### src/rtl/logic_unit_pipe.sv
// logic_unit_pipe: single-stage bitwise logic unit with accumulator, valid/ready handshake and saturating op counter
module logic_unit_pipe #(
  parameter int WIDTH = 16,
  parameter int CNT_W = 16
) (
  input  logic             clk,
  input  logic             reset,
  input  logic             in_valid,
  output logic             in_ready,
  input  logic [2:0]       control,
  input  logic             acc_sel,
  input  logic             acc_clr,
  input  logic [WIDTH-1:0] opA,
  input  logic [WIDTH-1:0] opB,
  output logic             out_valid,
  input  logic             out_ready,
  output logic [WIDTH-1:0] result,
  output logic             zero,
  output logic             parity,
  output logic [CNT_W-1:0] op_count
);
  logic [WIDTH-1:0] r_acc;
  logic [WIDTH-1:0] w_a;
  logic [WIDTH-1:0] w_res;
  logic             w_accept;
  assign in_ready = !out_valid || out_ready;
  assign w_accept = in_valid && in_ready;
  // a clear coinciding with an accept takes effect before the operation
  assign w_a = acc_sel ? (acc_clr ? '0 : r_acc) : opA;
  always_comb begin
    w_res = '0;
    case (control)
      3'b000: w_res = w_a & opB;
      3'b001: w_res = ~(w_a & opB);
      3'b010: w_res = w_a | opB;
      3'b011: w_res = ~(w_a | opB);
      3'b100: w_res = w_a ^ opB;
      3'b101: w_res = ~(w_a ^ opB);
      3'b110: w_res = ~w_a;
      default: w_res = ~opB;
    endcase
  end
  always_ff @(posedge clk or posedge reset) begin
    if (reset) begin
      out_valid <= 1'b0;
      result    <= '0;
      zero      <= 1'b1;
      parity    <= 1'b0;
      r_acc     <= '0;
      op_count  <= '0;
    end else if (w_accept) begin
      out_valid <= 1'b1;
      result    <= w_res;
      zero      <= ~|w_res;
      parity    <= ^w_res;
      r_acc     <= w_res;
      op_count  <= &op_count ? op_count : op_count + 1'b1;
    end else begin
      if (out_ready) out_valid <= 1'b0;
      if (acc_clr) r_acc <= '0;
    end
  end
endmodule
### config.mk
export PLATFORM = sky130hd
export DESIGN_NAME = logic_unit_pipe
export DESIGN_NICKNAME = d
export VERILOG_FILES = /design/src/rtl/logic_unit_pipe.sv
export SDC_FILE = /design/constraint.sdc
export NUM_CORES = 1
export LEC_CHECK = 0
export CAP_MARGIN = 10
export CORE_ASPECT_RATIO = 1.1
export CORE_UTILIZATION = 44
export DETAILED_ROUTE_END_ITERATION = 16
export PLACE_DENSITY_LB_ADDON = 0.15
export SYNTH_ARGS = -nofsm -noshare
export SYNTH_HDL_FRONTEND = slang
export SYNTH_SLANG_ARGS = --single-unit
### constraint.sdc
create_clock -name clk -period 2.4 [get_ports clk]
set_input_delay 0.48 -clock clk [delete_from_list [all_inputs] [get_ports clk]]
set_output_delay 0.48 -clock clk [all_outputs]
set_load 0.02 [all_outputs]
Fig. 1: the clock network
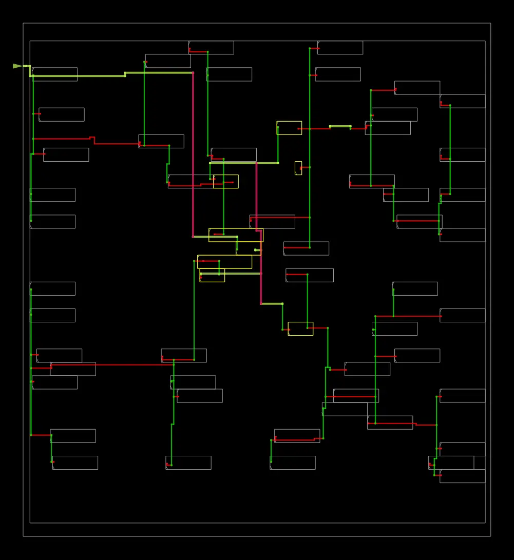
Late-Pin Clk Latency: 310 ps
Clock Sinks: 51
total CTS buffers: 5
Post-Route Skew: 4.47 ps
P_clk: 726 uW

Fig. 2: cells coloured by class
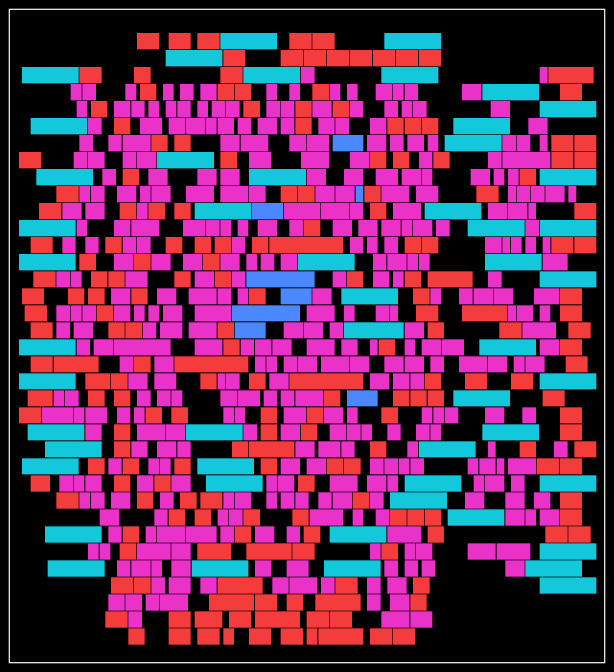
[remaining logic cells] magenta | cells: 372 | share of their area: 46%
[registers] cyan | cells: 51 | share of their area: 21%
[clock drivers and dummy loads] blue | cells: 8 | share of their area: 2.2%
[remaining buffers and delay cells] red | cells: 202 | share of their area: 31%

Fig. 3: selected gate families
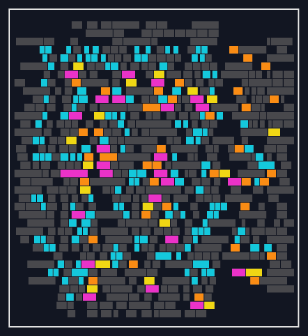
[mux cells] yellow | cells: 18
[fa/ha/maj cells] magenta | cells: 25
[xor and xnor cells] orange | cells: 37
[aoi and oai cells] cyan | cells: 139

-- path summary, 6_finish.rpt --
check,startpoint,end
worst min-delay path,zero,zero
worst max-delay path,opA[9],parity
max in group asynchronous,reset,zero
min in group asynchronous,reset,op_count[14]
worst max register to register,r_acc[9],parity
worst min register to register,zero,zero
-- cell usage after synthesis (2+ instances only) --
library cell | n | area [um2]
ha_1 | 25 | 313
a211o_1 | 16 | 140
a21oi_1 | 66 | 330
nor2b_1 | 33 | 206
o2bb2ai_1 | 16 | 140
a211oi_1 | 4 | 30.0
and3b_2 | 2 | 20.0
and3_1 | 3 | 18.8
nand3_1 | 7 | 35.0
nand2_1 | 9 | 33.8
nor4_1 | 17 | 106
buf_6 | 3 | 33.8
or2_1 | 13 | 81.3
and3b_1 | 14 | 123
and2b_1 | 15 | 113
clkbuf_1 | 17 | 63.8
buf_2 | 11 | 55.1
dfrtp_1 | 50 | 1250
mux2i_1 | 16 | 160
nor3_1 | 2 | 10.0
nand4_1 | 5 | 31.3
or2_4 | 3 | 26.3
and4_1 | 3 | 26.3
nand2b_1 | 2 | 12.5
xor2_1 | 10 | 87.6
inv_1 | 3 | 11.3
o21bai_1 | 16 | 120
o22ai_1 | 32 | 200
xnor2_1 | 27 | 236
-- where the power goes --
part | internal (uW) | switching, uW
clock network | 417 | 308
logic | 907 | 746
registers | 1010 | 146
-- timing repair --
| action | in CTS | in global routing |
|---|---|---|
| setup endpoints to repair | 4 | 2 |
| gates resized | 20 | 4 |
| endpoints found under the hold margin | 0 | 0 |
| gates cloned | 3 | 0 |
| pin swaps | 27 | 13 |
| setup buffers | 15 | 0 |
-- sequential cells by signal (all words and copies together), names as in the netlist --
signal	count
out_valid	1
result	16
op_count	16
parity	1
zero	1
r_acc	16
==> CHANGELOG.md <==
### Physical design

- Outcome: complete, but fails checks
- Failing checks: setup timing
- Static Leakage: 0.00293 uW
- Largest buffer count on any clock path: 2
- Met2 routed WL: about 6500 um
- Worst hold margin: a little under 500 ps
- Worst hold path depth: 2
- Post-CTS Hold Buffers: 0
- DPL Wire Length: just over 8000 um
- Clock slew at reported path FFs: roughly 100 ps
- Worst path most repeated cell: xnor2_1
- PortBufs: between 70 and 80
- Fraction of area in non-clock buffers: 0.306
- Buffers excl. clock: 202
- Post-Syn Area: between 0.004 and 0.005 mm2
- Drt initial violations: 104
- Cell row count: 36
- Vias/cell: roughly 5.8
- Vert. Die Dim: 104 um
- Post-Syn Nets: about 520
- Dominant Register Cell: dfrtp_1
- Filler instances: 703
- Worst path max stage delay: about 390 ps
- Final std cells w/o fill: 747
- Final setup viols: 1
- Die width: 95.0 um
- Final Cell Area: about 0.0063 mm2
- Pwr Density: between 500 and 600 mW/mm2
- Antenna violations before repair: 0
- Synth warnings: 0
- # clk buffers: 6
- First-pass GRT wire length: between 20,000 and 25,000 um
- Setup ws final: -361 ps
- Reg2Reg Setup Slack: -240 ps
Power and IR drop assume default switching activity.
